[config.mk]
export PLATFORM = sky130hd
export DESIGN_NAME = mem_port_arbiter
export DESIGN_NICKNAME = d
export VERILOG_FILES = /design/src/rtl/mem_port_arbiter.sv
export SDC_FILE = /design/constraint.sdc
export NUM_CORES = 1
export LEC_CHECK = 0
export ABC_AREA = 0
export CORE_UTILIZATION = 46
export CTS_CLUSTER_SIZE = 14
export DETAILED_ROUTE_END_ITERATION = 12
export GPL_TIMING_DRIVEN = 0
export HOLD_SLACK_MARGIN = 0.03
export PLACE_DENSITY = 0.87
export REMOVE_ABC_BUFFERS = 1
export SYNTH_ARGS = -nofsm -noshare
export SYNTH_HDL_FRONTEND = slang
export SYNTH_SLANG_ARGS = --single-unit
[constraint.sdc]
create_clock -name clk -period 3.1 [get_ports clk]
set_clock_uncertainty 0.15 [all_clocks]
set_input_delay 0.93 -clock clk [delete_from_list [all_inputs] [get_ports clk]]
set_output_delay 0.93 -clock clk [all_outputs]
set_load 0.03 [all_outputs]
[src/rtl/mem_port_arbiter.sv]
// rtl/mem_port_arbiter.sv - shares one single-ported memory between the fetch (F) and data (M) requesters
// One transaction at a time; data has priority until it has won MAX_DATA_STREAK grants over a waiting fetch.
module mem_port_arbiter #(
  parameter int XLEN            = 32,
  parameter int ADDR_W          = 32,
  parameter int MAX_DATA_STREAK = 4
) (
  input  logic                clk,
  input  logic                rst_n,
  input  logic                if_req,
  input  logic [ADDR_W-1:0]   if_addr,
  input  logic                if_kill,
  output logic                if_done,
  output logic [XLEN-1:0]     if_rdata,
  input  logic                d_req,
  input  logic                d_we,
  input  logic [XLEN/8-1:0]   d_be,
  input  logic [ADDR_W-1:0]   d_addr,
  input  logic [XLEN-1:0]     d_wdata,
  output logic                d_done,
  output logic [XLEN-1:0]     d_rdata,
  output logic                stall_if,
  output logic                stall_mem,
  output logic                mem_req,
  output logic                mem_we,
  output logic [XLEN/8-1:0]   mem_be,
  output logic [ADDR_W-1:0]   mem_addr,
  output logic [XLEN-1:0]     mem_wdata,
  input  logic                mem_ack,
  input  logic [XLEN-1:0]     mem_rdata
);

  localparam int STREAK_W = $clog2(MAX_DATA_STREAK + 1);

  typedef enum logic [1:0] {IDLE, FETCH, DATA} state_t;

  state_t              state;
  logic [STREAK_W-1:0] streak;
  logic                killFlag;
  logic                ifDoneQ;
  logic                streakSat;
  logic                grantData;
  logic                grantFetch;

  assign streakSat  = (streak == STREAK_W'(MAX_DATA_STREAK));
  assign grantData  = d_req && (!streakSat || !if_req);
  assign grantFetch = !grantData && if_req && !if_kill;

  // A branch squash arriving with the done pulse still has to hide that instruction.
  assign if_done   = ifDoneQ && !if_kill;
  assign stall_if  = if_req && !if_done && !if_kill;
  assign stall_mem = d_req && !d_done;

  always_ff @(posedge clk or negedge rst_n) begin
    if (!rst_n) begin
      state     <= IDLE;
      streak    <= '0;
      killFlag  <= 1'b0;
      ifDoneQ   <= 1'b0;
      d_done    <= 1'b0;
      if_rdata  <= '0;
      d_rdata   <= '0;
      mem_req   <= 1'b0;
      mem_we    <= 1'b0;
      mem_be    <= '0;
      mem_addr  <= '0;
      mem_wdata <= '0;
    end else begin
      ifDoneQ <= 1'b0;
      d_done  <= 1'b0;
      case (state)
        IDLE: begin
          if (grantData) begin
            state     <= DATA;
            mem_req   <= 1'b1;
            mem_we    <= d_we;
            mem_be    <= d_we ? d_be : '1;
            mem_addr  <= d_addr;
            mem_wdata <= d_wdata;
            if (!if_req)
              streak <= '0;
            else if (!streakSat)
              streak <= streak + 1'b1;
          end else if (grantFetch) begin
            state    <= FETCH;
            mem_req  <= 1'b1;
            mem_we   <= 1'b0;
            mem_be   <= '1;
            mem_addr <= if_addr;
            streak   <= '0;
          end
        end
        FETCH: begin
          if (if_kill)
            killFlag <= 1'b1;
          // A squashed fetch still runs to completion on the memory side.
          if (mem_ack) begin
            mem_req  <= 1'b0;
            state    <= IDLE;
            killFlag <= 1'b0;
            if (!killFlag && !if_kill) begin
              if_rdata <= mem_rdata;
              ifDoneQ  <= 1'b1;
            end
          end
        end
        DATA: begin
          if (mem_ack) begin
            mem_req <= 1'b0;
            state   <= IDLE;
            d_done  <= 1'b1;
            if (!mem_we)
              d_rdata <= mem_rdata;
          end
        end
        default: state <= IDLE;
      endcase
    end
  end

endmodule

==> impl_metrics.env, run 1 <==
# physical design summary
export IMPL_status="complete, no violations"
export IMPL_route_detailed_drc=0
export IMPL_synth_cells=499
export IMPL_arrival_ns=1.92
export IMPL_r2r_start="state[1]"
export IMPL_max_cap_violations=0
export IMPL_ios=277
export IMPL_logic_area_um2=2470
export IMPL_clkSinkCount=142
export IMPL_root_buffer="clkbuf_16"
export IMPL_synthToLayoutAreaGrowth_pct=56.2
export IMPL_crit_end="stall_if"
export IMPL_ant_nets=0
export IMPL_critPathLaunchType="primary input"
export IMPL_cts_buffers=17
export IMPL_grt_max_degree=79
export IMPL_finalWorstSetupSlack_ns=0.100
export IMPL_slew_viol_final=0
export IMPL_stdcell_count=947
export IMPL_ys_seq_share_pct=56.2
export IMPL_required_ns=2.02
export IMPL_avgSynthCellArea_um2=12.7
export IMPL_row_count=42
export IMPL_post_place_cells=912
export IMPL_r2r_cells=5
export IMPL_synth_edff_count=0
export IMPL_ys_async_sr_fraction_pct=100
export IMPL_design_core_area_um2=13300
export IMPL_cts_tree="built"
export IMPL_drt_first_iter_violations=273
export IMPL_yosysWarnings=0
export IMPL_worst_pin_slew_ns=0.997
export IMPL_warnings=29
export IMPL_rsz0062_at_grt="false"
export IMPL_vdd_drop_max_v=0.000708
export IMPL_cts_buffer_depth=2
export IMPL_dp_final_hpwl_um=13100
export IMPL_grt_pass1_vias=5751
export IMPL_finalCritPeriodShare_pct=96.8
export IMPL_portBuffers=276
export IMPL_preCtsSetupSlack_ns=-1.65
export IMPL_finalSetupViolations=0
export IMPL_die_width_um=119
export IMPL_crit_start="if_kill"
export IMPL_endpoint_kind="output pin"
export IMPL_finalHoldViolCount=0
export IMPL_period_needed_ns=3.00
export IMPL_reg2reg_to="mem_wdata[9]"
export IMPL_ys_ff=142
export IMPL_initCoreUtil_pct=47.5
export IMPL_nets=904
export IMPL_p_total_mw=11.6
export IMPL_cpMaxStageDelayCell="dlygate4sd2_1"
export IMPL_ys_area_um2=6320
export IMPL_grt_antenna_before_repair=0
export IMPL_cts_max_level=4
export IMPL_ys_flop_type="dfrtp_1"
export IMPL_ys_types=32
export IMPL_max_stage_delay_ns=0.36
export IMPL_path_max_fanout=7
export IMPL_lay_top_cells="clkdlybuf4s50_1 (269), dfrtp_1 (142), mux2_2 (96)"
export IMPL_regArea_um2=3550
export IMPL_hp_class="in2async"
export IMPL_powerDensity_nw_per_um2=1180
export IMPL_post_route_util_pct=74.2
export IMPL_grt_pass1_wl_um=30500
export IMPL_insertion_delay_ns=0.42
export IMPL_layout_drive_gt1_share_pct=19.1
export IMPL_first_pass_iters=5
export IMPL_fillers=817
export IMPL_crit_type="in2out"
export IMPL_leakagePower_nw=4.10
export IMPL_synth_area_um2=6320
export IMPL_vias_per_cell=5.63
export IMPL_ys_cells=499
export IMPL_max_freq_ghz=0.333
export IMPL_lay_top_count="clkdlybuf4s50_1"
export IMPL_routabilityCongestion=0.827
export IMPL_antennaDiodeCount=0
export IMPL_chipArea_um2=14200
export IMPL_rrSetupSlack_ns=0.16
export IMPL_max_slew_margin_pct=33.4
export IMPL_die_height_um=119
export IMPL_cts_clk_slew_worst_paths_ns=0.06
export IMPL_grt_overflow_total=0
export IMPL_cp_cell_sequence="dlygate4sd2_1, nand2b_4, nor2_1, clkdlybuf4s15_2"
[run 1: cells in the mapped netlist (2+ instances only)]
cell type,number,share of area [%]
a211oi_1,32,3.8
a21oi_1,4,0.32
a311o_1,33,5.2
buf_2,23,1.8
buf_6,3,0.53
clkbuf_1,16,0.95
dfrtp_1,142,56
ha_1,6,1.2
inv_1,41,2.4
mux2_2,96,17
nand2_1,37,2.2
nand2b_1,2,0.20
nand3_1,2,0.16
nor2_1,3,0.18
nor2b_1,3,0.30
o21ai_0,4,0.32
o22a_1,4,0.55
o22ai_1,3,0.30
o32ai_1,32,4.4
[run 1: cell families after synthesis]
family / after synthesis / share of synthesized area [%]
AOI/OAI and AO/OA: 117 / 15.7
adders and majority gates: 6 / 1.19
buffers and inverters: 84 / 5.82
DFF: 142 / 56.2
and+or+nand+nor: 53 / 3.82
xor gates and xnor gates: 1 / 0.139
muxes: 96 / 17.1
[run 1: flip-flops by register name, indices dropped and copies added, names as in the netlist, 2 cells and up]
name	count
state	2
streak	3
d_rdata	32
mem_addr	32
if_rdata	32
mem_be	4
mem_wdata	32
[run 1: worst max-delay path, delay by kind of cell]
family / cells / cell delay (ns)
and+or+nand+nor: 2 / 0.31
buffers and inverters: 2 / 0.68
[run 1: routing by layer]
metal | part of all wire (%) | vias to the layer above | global-route usage [%]
li1 | - | 2380 | -
met1 | 36 | 2641 | 30.8
met2 | 51 | 275 | 49.3
met3 | 11 | 33 | 11.3
met4 | 2.0 | 0 | 10.3
met5 | 0 | - | 0
[run 1: stage by stage]
step                      TNS (ns)  hold slack (ns)  instance area [um2]
after CTS                        0            0.358                 9870
after floorplan             -38.11            0.361                 6100
after detailed placement    -99.84            0.341                 9210
after global routing             0            0.363                 9870
final                            0            0.342                 9870
after global placement     -828.65            0.325                 9090
[run 1: power breakdown]
group | internal (mW) | switching (mW) | total [mW]
Clock | 1.29 | 0.791 | 2.08
Combinational | 2.78 | 3.46 | 6.24
Sequential | 2.78 | 0.530 | 3.31
[run 1: worst min path at each step]
stage	depth (start not counted)	endpoint	slack (ns)
after floorplan	2	killFlag	0.36
after global placement	1	mem_be[0]	0.32
after detailed placement	1	d_rdata[28]	0.34
after CTS	1	mem_addr[16]	0.36
after global routing	1	d_rdata[17]	0.36
final	1	mem_addr[14]	0.34
[run 1: cell type report]
cell class	count	area share [%]
Multi-Input combinational cell	275	25.0
Clock buffer	19	4.49
Clock inverter	12	1.64
Sequential cell	142	36.0
Inverter	41	1.56
Timing Repair Buffer	282	29.1
Tap cell	176	2.23
[run 1: repair_timing]
action,4_1_cts,5_1_grt
gates cloned,2,0
gates resized,18,1
buffers inserted,2,0
endpoints found under the setup margin,76,6
pin swaps,2,1
hold buffers,0,0
Figure 1. Metal 4 (run 1).
(4 px per um) Supply wires on this layer in gray.
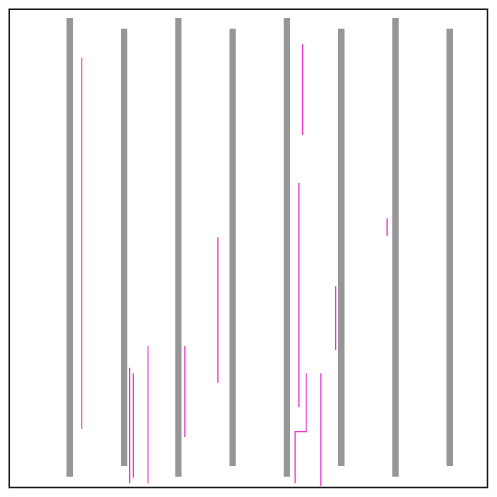
longest straight run: 92.5 um
wire length on this layer: 395 um
Vias: 5329
wirelength, routed: 19400 um

Figure 2. Track usage over the die (run 1).
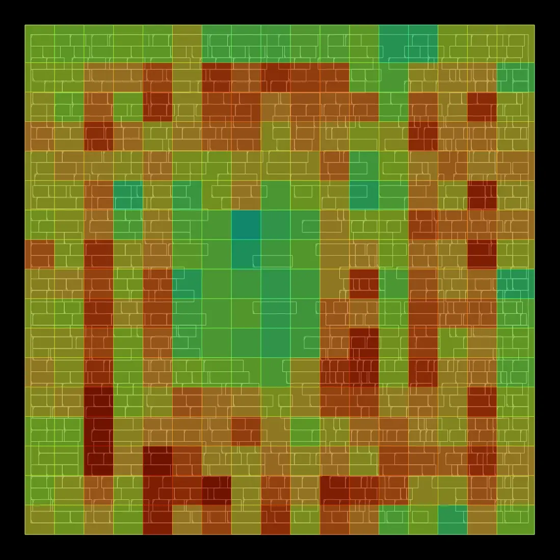
GR Util met3: 11.3%
met2 Resource Use GR: 49.3%
GRT Util Overall: 28.2%
post-DR wirelength/cell: 20.5 um

Figure 3. Routed metal, one color a layer (run 1).
(4 px per um) Two of the layers only.
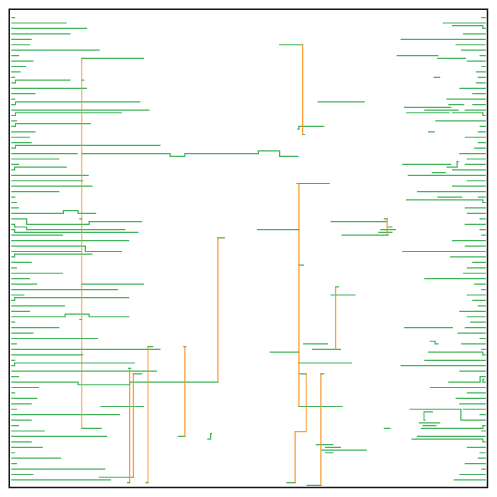
legend:
  green:
    layer: metal 3
    wire_length: 2120 um
  orange:
    layer: metal 4
    wire_length: 395 um

==> run 1 -> run 2 <==
--- a/config.mk
+++ b/config.mk
@@ -10,9 +10,8 @@
 export CTS_CLUSTER_SIZE = 14
 export DETAILED_ROUTE_END_ITERATION = 12
 export GPL_TIMING_DRIVEN = 0
-export HOLD_SLACK_MARGIN = 0.03
+export HOLD_SLACK_MARGIN = 0.15
 export PLACE_DENSITY = 0.87
-export REMOVE_ABC_BUFFERS = 1
 export SYNTH_ARGS = -nofsm -noshare
 export SYNTH_HDL_FRONTEND = slang
 export SYNTH_SLANG_ARGS = --single-unit
Figure 4. Met1 routing (run 2).
(4 px per um) Supply wires on this layer in gray. Cells faint in the background.
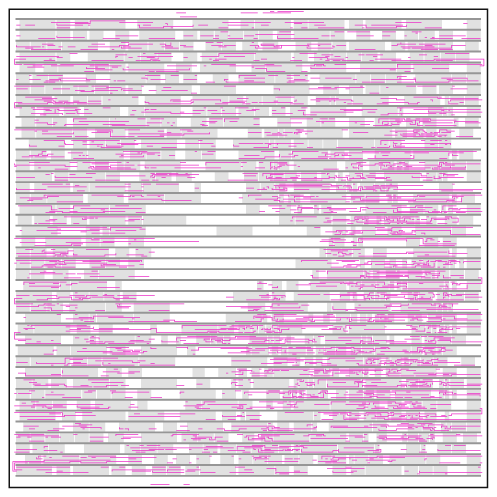
wire length on this layer: 7780 um
share of all routed wire: 38%
main direction: horizontal
longest straight run: 34.5 um
nets with wire on the layer: 818

==> run 2 against run 1 <==
Synthesized cell count stayed put. Sequential power hardly changed. Global-route usage grew 2.0 points.
==> impl_metrics.env, run 2 <==
# physical design summary
export IMPL_initCoreUtil_pct=47.5
export IMPL_status="complete, no violations"
export IMPL_synth_area_um2=6320
export IMPL_max_stage_delay_ns=0.32
export IMPL_rrSetupSlack_ns=0.77
export IMPL_period_needed_ns=3.00
export IMPL_grt_overflow_total=0
export IMPL_finalSetupViolations=0
export IMPL_finalInstanceArea_um2=9960
export IMPL_max_slew_margin_pct=61.2
export IMPL_worst_pin_slew_ns=0.582
export IMPL_finalCritPeriodShare_pct=96.9
export IMPL_layout_drive_gt1_share_pct=20.0
export IMPL_die_width_um=119
export IMPL_ys_seq_share_pct=56.2
export IMPL_drt_first_iter_violations=401
export IMPL_design_core_area_um2=13300
export IMPL_synthTopCellsByArea="dfrtp_1 (56%), mux2_2 (17%), a311o_1 (5.2%), o32ai_1 (4.4%), a211oi_1 (3.8%)"
export IMPL_synth_top_cell_area_share_pct=56.2
export IMPL_stdcell_count=982
export IMPL_ios=277
export IMPL_cpMaxStageDelayCell="dlygate4sd2_1"
export IMPL_ys_async_sr_fraction_pct=100
export IMPL_portBuffers=275
export IMPL_required_ns=2.02
export IMPL_rsz0062_at_grt="false"
export IMPL_whs_ns=0.343
export IMPL_synth_nets=644
export IMPL_grt_pass1_wl_um=32600
export IMPL_synth_area_leader_cell="dfrtp_1"
export IMPL_arrival_ns=1.92
export IMPL_max_freq_ghz=0.333
export IMPL_critPathLaunchType="primary input"
export IMPL_synth_cells=499
export IMPL_vdd_drop_max_v=0.000950
export IMPL_ant_nets=0
export IMPL_route_detailed_drc=0
export IMPL_root_buffer="clkbuf_16"
export IMPL_first_pass_iters=7
export IMPL_hp_class="in2async"
export IMPL_cts_clk_slew_worst_paths_ns=0.06
export IMPL_path_max_fanout=16
export IMPL_finalHoldViolCount=0
export IMPL_dp_final_hpwl_um=14900
export IMPL_powerDensity_nw_per_um2=1200
export IMPL_synth_edff_count=0
export IMPL_vias_per_cell=5.56
export IMPL_antennaDiodeCount=0
export IMPL_preCtsSetupSlack_ns=-0.988
export IMPL_cts_tree="built"
export IMPL_endpoint_kind="output pin"
export IMPL_cts_max_level=4
export IMPL_cp_cell_sequence="dlygate4sd2_1, nand2b_1, buf_4, nor2_1, buf_2"
export IMPL_grt_pass1_vias=5968
export IMPL_nets=938
export IMPL_ys_cells=499
export IMPL_ys_area_um2=6320
export IMPL_yosysWarnings=0
export IMPL_wl_um=20500
export IMPL_die_height_um=119
export IMPL_finalWorstSetupSlack_ns=0.0957
export IMPL_cts_buffer_depth=2
export IMPL_ys_types=32
export IMPL_post_cts_buffers=0
export IMPL_dr_total_vias=5460
export IMPL_ys_flop_type="dfrtp_1"
export IMPL_grt_max_degree=83
export IMPL_clkSinkCount=142
export IMPL_ys_top_cells_by_count="dfrtp_1 (142), mux2_2 (96), inv_1 (41)"
export IMPL_row_count=42
export IMPL_slew_viol_final=0
export IMPL_post_route_util_pct=74.9
export IMPL_post_place_cells=951
export IMPL_lay_top_cells="clkdlybuf4s50_1 (270), dfrtp_1 (142), mux2_2 (96)"
export IMPL_grt_antenna_before_repair=0
export IMPL_avgSynthCellArea_um2=12.7
export IMPL_most_common_cell="dfrtp_1"
export IMPL_warnings=30
export IMPL_chipArea_um2=14200
export IMPL_ys_ff=142
export IMPL_insertion_delay_ns=0.42
export IMPL_crit_type="in2out"
export IMPL_leakagePower_nw=4.19
export IMPL_place_area_um2=9320
export IMPL_synthToLayoutAreaGrowth_pct=57.7
export IMPL_hold_buffers=0
export IMPL_cts_buffers=17
export IMPL_lay_top_count="clkdlybuf4s50_1"
export IMPL_max_cap_violations=0
export IMPL_routabilityCongestion=0.917
Figure 5. Track usage over the die (run 2).
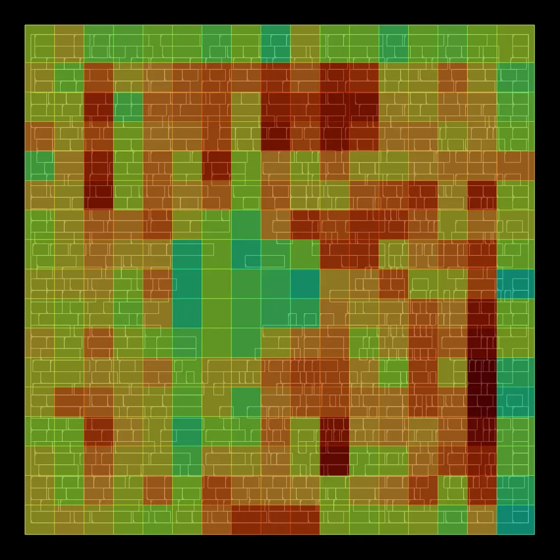
global routing usage on met1: 33.7%
GRT Util Overall: 30.2%
met2 Resource Use GR: 51.2%
post-DR wirelength/cell: 20.9 um

run 2: cell counts after synthesis:
Identical to the previous run, type by type.
run 2: layer usage:
metal  part of all wire, %  vias to the layer above  GRT usage [%]  routed length, um
met4                   3.4                        0           15.0                705
met2                    50                      287           51.2              10200
met3                   9.0                       58           10.5               1860
met5                     0                        -              0                  0
met1                    38                     2685           33.7               7780
li1                      -                     2430              -                  -
run 2: what timing repair did:
item,4_1_cts,5_1_grt
pin swaps,0,0
gates resized,11,2
gates cloned,0,0
setup endpoints to repair,3,1
run 2: cell type report:
type	count	area, um2
clock inverter	13	211
inverter	41	154
multi-input combinational	273	2400
fill	854	3340
clock buffer	19	443
timing repair buffer	276	2770
sequential	142	3550
tap	176	220
buffer	42	213
run 2: cells by family (layout without fill, tap and decap cells):
kind of cell	after synthesis	count (layout)	synth area share [%]
xor+xnor	1	1	0.139
simple gates	53	53	3.82
mux	96	96	17.1
flops	142	142	56.2
buf+inv	84	391	5.82
compound gates	117	117	15.7
fa+ha+maj	6	6	1.19
run 2: where the power goes:
group | switching (mW) | leakage [nW] | internal [mW]
Sequential | 0.548 | 1.72 | 2.78
Clock | 0.816 | 0.306 | 1.45
Combinational | 3.52 | 2.17 | 2.79
run 2: worst max-delay path: cells and delay by family:
family        cells  cell delay, ns
simple gates      2            0.26
buf+inv           3            0.73
run 2: path summary, 6_finish.rpt:
kind	start	end	cells past startpoint
worst min-delay path	rst_n	if_rdata[19]	1
min in group clk	mem_wdata[25]	mem_wdata[25]	1
worst max-delay path	if_kill	stall_if	5
worst min register to register	mem_wdata[25]	mem_wdata[25]	1
max in group asynchronous	rst_n	state[1]	2
worst max register to register	state[0]	streak[1]	7
run 2: per-stage QoR:
stage / total power [mW] / TNS [ns]
after floorplan: 6.91 / 0
after global placement: 9.36 / -627.21
after detailed placement: 9.60 / -1.64
after CTS: 11.9 / 0
after global routing: 12.4 / 0
final: 11.9 / 0
==> run 2 -> run 3 <==
--- a/config.mk
+++ b/config.mk
@@ -6,7 +6,9 @@
 export NUM_CORES = 1
 export LEC_CHECK = 0
 export ABC_AREA = 0
+export CORE_MARGIN = 8
 export CORE_UTILIZATION = 46
+export CTS_CLUSTER_DIAMETER = 100
 export CTS_CLUSTER_SIZE = 14
 export DETAILED_ROUTE_END_ITERATION = 12
 export GPL_TIMING_DRIVEN = 0
Figure 6. Met1 routing (run 3).
(4 px per um) Supply wires on this layer in gray. Cells faint in the background.
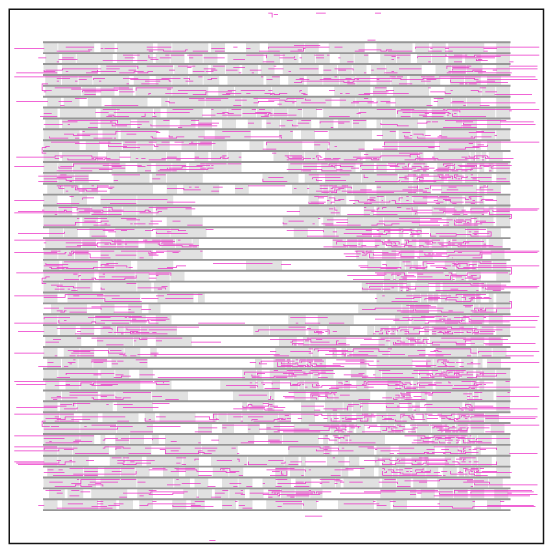
wire length on this layer: 8070 um
nets with wire on the layer: 827
longest straight run: 42.3 um
share of all routed wire: 38%
global routing usage on met1: 25.8%
wirelength, routed: 21400 um
Vias: 5438

==> run 3 against run 2 <==
Sequential share of layout area increased by 0.072 points. Register-to-register slack improved by 0.02 ns. Area after synthesis unchanged. Critical path depth unchanged. Hold slack improved by 0.011 ns. Synthesized cell count unchanged. Via count decreased by 0.40%. Routed wire length increased by 4.4%. Final cell count increased by 0.41%. Critical path type unchanged. Highest routed layer unchanged.
==> impl_metrics.env, run 3 <==
# physical design summary
export IMPL_seq_power_share_pct=28.2
export IMPL_rrSetupSlack_ns=0.79
export IMPL_whs_ns=0.354
export IMPL_lay_top_count="clkdlybuf4s50_1"
export IMPL_power_switching_mw=4.84
export IMPL_layout_drive_gt1_share_pct=19.9
export IMPL_min_path_cells=1
export IMPL_endpoint_kind="output pin"
export IMPL_yosysWarnings=0
export IMPL_ios=277
export IMPL_ys_ff=142
export IMPL_critPathLaunchType="primary input"
export IMPL_ys_flop_type="dfrtp_1"
export IMPL_tns_ns=0
export IMPL_antennaDiodeCount=0
export IMPL_chipArea_um2=17700
export IMPL_max_cap_violations=0
export IMPL_grt_overflow_total=0
export IMPL_root_buffer="clkbuf_16"
export IMPL_max_slew_margin_pct=58.8
export IMPL_synth_edff_count=0
export IMPL_dp_final_hpwl_um=16500
export IMPL_hp_class="reg2reg"
export IMPL_most_common_cell="dfrtp_1"
export IMPL_avgSynthCellArea_um2=12.7
export IMPL_leakagePower_nw=4.18
export IMPL_ys_types=32
export IMPL_portBuffers=275
export IMPL_swShare_pct=41.2
export IMPL_vdd_drop_max_v=0.000844
export IMPL_rsz0062_at_grt="false"
export IMPL_vias_per_cell=5.52
export IMPL_initCoreUtil_pct=46.2
export IMPL_nets=938
export IMPL_die_height_um=133
export IMPL_synth_area_leader_cell="dfrtp_1"
export IMPL_route_detailed_drc=0
export IMPL_cp_cell_sequence="dlygate4sd2_1, nand2b_1, buf_4, nor2_1, buf_4"
export IMPL_lay_top_cells="clkdlybuf4s50_1 (270), dfrtp_1 (142), mux2_2 (96)"
export IMPL_powerDensity_nw_per_um2=1180
export IMPL_warnings=30
export IMPL_arrival_ns=1.96
export IMPL_hp_start="d_rdata[30]"
export IMPL_first_pass_iters=5
export IMPL_max_stage_delay_ns=0.32
export IMPL_ys_area_um2=6320
export IMPL_routabilityCongestion=0.853
export IMPL_synth_area_um2=6320
export IMPL_ys_seq_share_pct=56.2
export IMPL_path_max_fanout=16
export IMPL_r2r_start="state[1]"
export IMPL_synthToLayoutAreaGrowth_pct=57.3
export IMPL_cts_buffer_depth=2
export IMPL_holdPathEnd="d_rdata[30]"
export IMPL_grtUsageTotal_pct=24.1
export IMPL_cts_buffers=17
export IMPL_cts_clk_slew_worst_paths_ns=0.05
export IMPL_clkSinkCount=142
export IMPL_period_needed_ns=3.04
export IMPL_cpMaxStageDelayCell="dlygate4sd2_1"
export IMPL_hold_buffers=0
export IMPL_required_ns=2.02
export IMPL_ys_cells=499
export IMPL_crit_type="in2out"
export IMPL_finalCritPeriodShare_pct=98.2
export IMPL_synth_top_cell_area_share_pct=56.2
export IMPL_grt_pass1_vias=6021
export IMPL_reg2reg_to="streak[1]"
export IMPL_ys_async_sr_fraction_pct=100
export IMPL_cts_tree="built"
export IMPL_grt_pass1_wl_um=33700
export IMPL_finalSetupViolations=0
export IMPL_synth_cells=499
export IMPL_grt_antenna_before_repair=0
export IMPL_row_count=43
export IMPL_worst_pin_slew_ns=0.618
export IMPL_r2r_cells=7
export IMPL_design_core_area_um2=13700
export IMPL_p_int_mw=6.92
export IMPL_drt_first_iter_violations=306
export IMPL_max_freq_ghz=0.329
export IMPL_synth_nets=644
export IMPL_comb_power_share_pct=53.5
export IMPL_pwr_share_clk_pct=18.3
export IMPL_cts_max_level=4
export IMPL_slew_viol_final=0
export IMPL_synthTopCellsByArea="dfrtp_1 (56%), mux2_2 (17%), a311o_1 (5.2%), o32ai_1 (4.4%), a211oi_1 (3.8%)"
export IMPL_grt_max_degree=80
export IMPL_die_width_um=133
export IMPL_cpMostUsedCell="buf_4"
export IMPL_ant_nets=0
export IMPL_ys_top_cells_by_count="dfrtp_1 (142), mux2_2 (96), inv_1 (41)"
export IMPL_fillers=929
export IMPL_status="complete, no violations"
export IMPL_finalHoldViolCount=0
export IMPL_insertion_delay_ns=0.42
Figure 7. Track usage over the die (run 3).
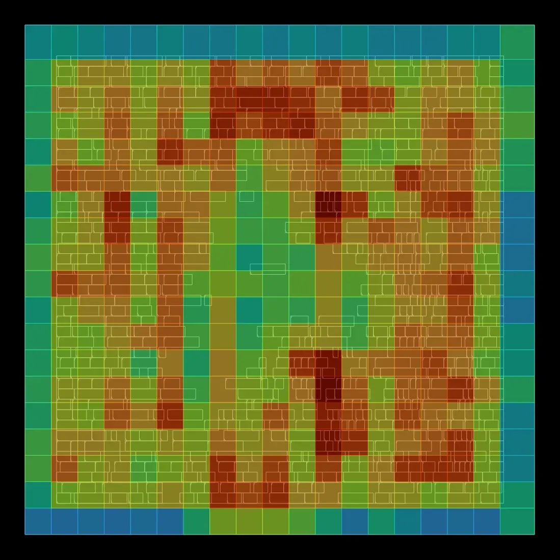
GR Util met3: 11.5%
Layout Utilization: 72.7%
GRT Max-Usage Layer: met2
met2 Resource Use GR: 40.9%
post-DR wirelength/cell: 21.7 um

run 3: layer usage:
| layer | wire length, um | share of wire [%] | global-route usage (%) |
|---|---|---|---|
| met1 | 8070 | 38 | 25.8 |
| met2 | 10600 | 49 | 40.9 |
| met3 | 2380 | 11 | 11.5 |
| met4 | 412 | 1.9 | 8.42 |
| met5 | 0 | 0 | 0 |
run 3: kinds of logic after synthesis:
family | share of synthesized area [%]
AND-OR/OR-AND | 15.7
XOR/XNOR | 0.139
adder cells (fa/ha/maj) | 1.19
buffers and inverters | 5.82
flip-flops | 56.2
multiplexers | 17.1
AND/OR/NAND/NOR | 3.82
run 3: final cells by class:
class                           instances  area [um2]  area share [%]
Clock inverter                         13         188            1.89
Tap cell                              180         225            2.27
Inverter                               41         154            1.55
Clock buffer                           19         433            4.36
Multi-Input combinational cell        273        2400            24.1
Buffer                                 42         213            2.14
Timing Repair Buffer                  276        2780            27.9
Sequential cell                       142        3550            35.8
run 3: timing repair:
item,in CTS,in global routing
setup buffers,0,0
resized,11,2
endpoints found under the setup margin,3,1
hold endpoints to repair,0,0
run 3: worst max-delay path: cells and delay by family:
family,cells,cell delay (ns)
buffers and inverters,3,0.71
AND/OR/NAND/NOR,2,0.32
run 3: stage by stage:
stage | power (mW) | utilization, % | setup slack (ns) | instances | area, um2
after CTS | 11.8 | 72.7 | 0.0270 | 986 | 9940
after floorplan | 6.91 | - | 0.140 | 499 | 6320
after detailed placement | 9.63 | 68.2 | -1.09 | 955 | 9320
final | 11.8 | 72.7 | 0.0560 | 986 | 9940
after global routing | 12.3 | 72.7 | 0.0131 | 986 | 9940
after global placement | 9.40 | 68.0 | -4.46 | 954 | 9300
run 3: worst max path at each step:
stage	startpoint	endpoint	slack, ns	cells past startpoint
after global placement	rst_n	mem_wdata[21]	-4.46	1
after CTS	if_kill	stall_if	0.03	5
final	if_kill	stall_if	0.06	5
after floorplan	if_req	stall_if	0.14	5
after global routing	if_kill	stall_if	0.01	5
after detailed placement	if_kill	stall_if	-1.09	6
run 3: power by group through the flow:
stage	clock network (mW)	logic (mW)	registers, mW
6_report	2.15	6.30	3.31
5_1_grt	2.25	6.64	3.41
4_1_cts	2.18	6.34	3.30
3_5_place_dp	0	6.31	3.32
3_3_place_gp	0	6.15	3.25
2_1_floorplan	0	1.88	5.03

==> layout pictures side by side <==
Sequential cells colored by netlist name.
(4 px per um)
picture 1
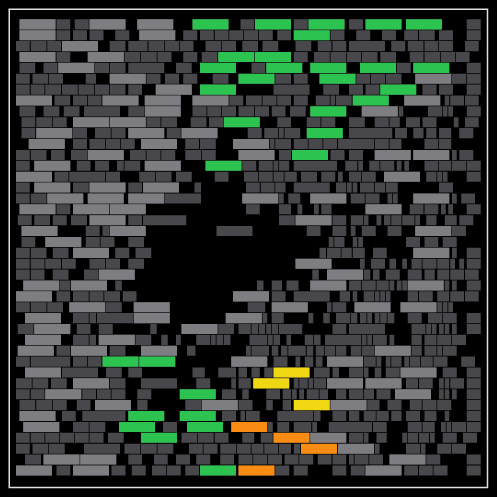
picture 2
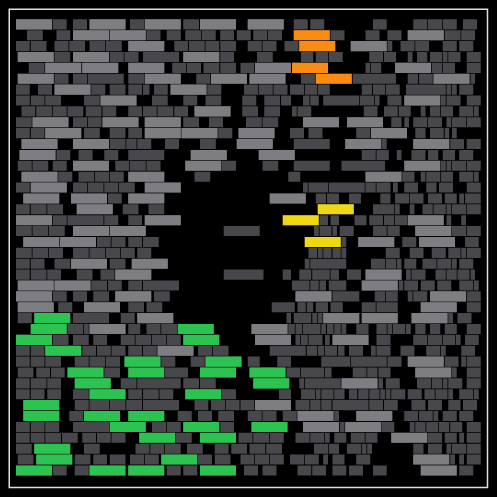
picture 3
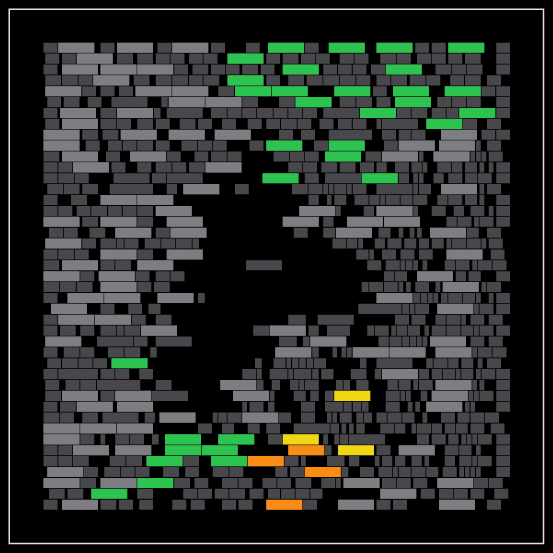
The one with the largest die is picture 3.
picture 1 -> run 2
picture 3 -> run 3
picture 2 -> run 1

Key to picture 1:
legend:
  yellow:
    signal: `streak`
    flops: 3
  orange:
    signal: `mem_be`
    flops: 4
    where: bottom middle
  green:
    signal: `mem_wdata`
    flops: 32

Power figures rest on the tool's default switching activity, not on a simulated workload.
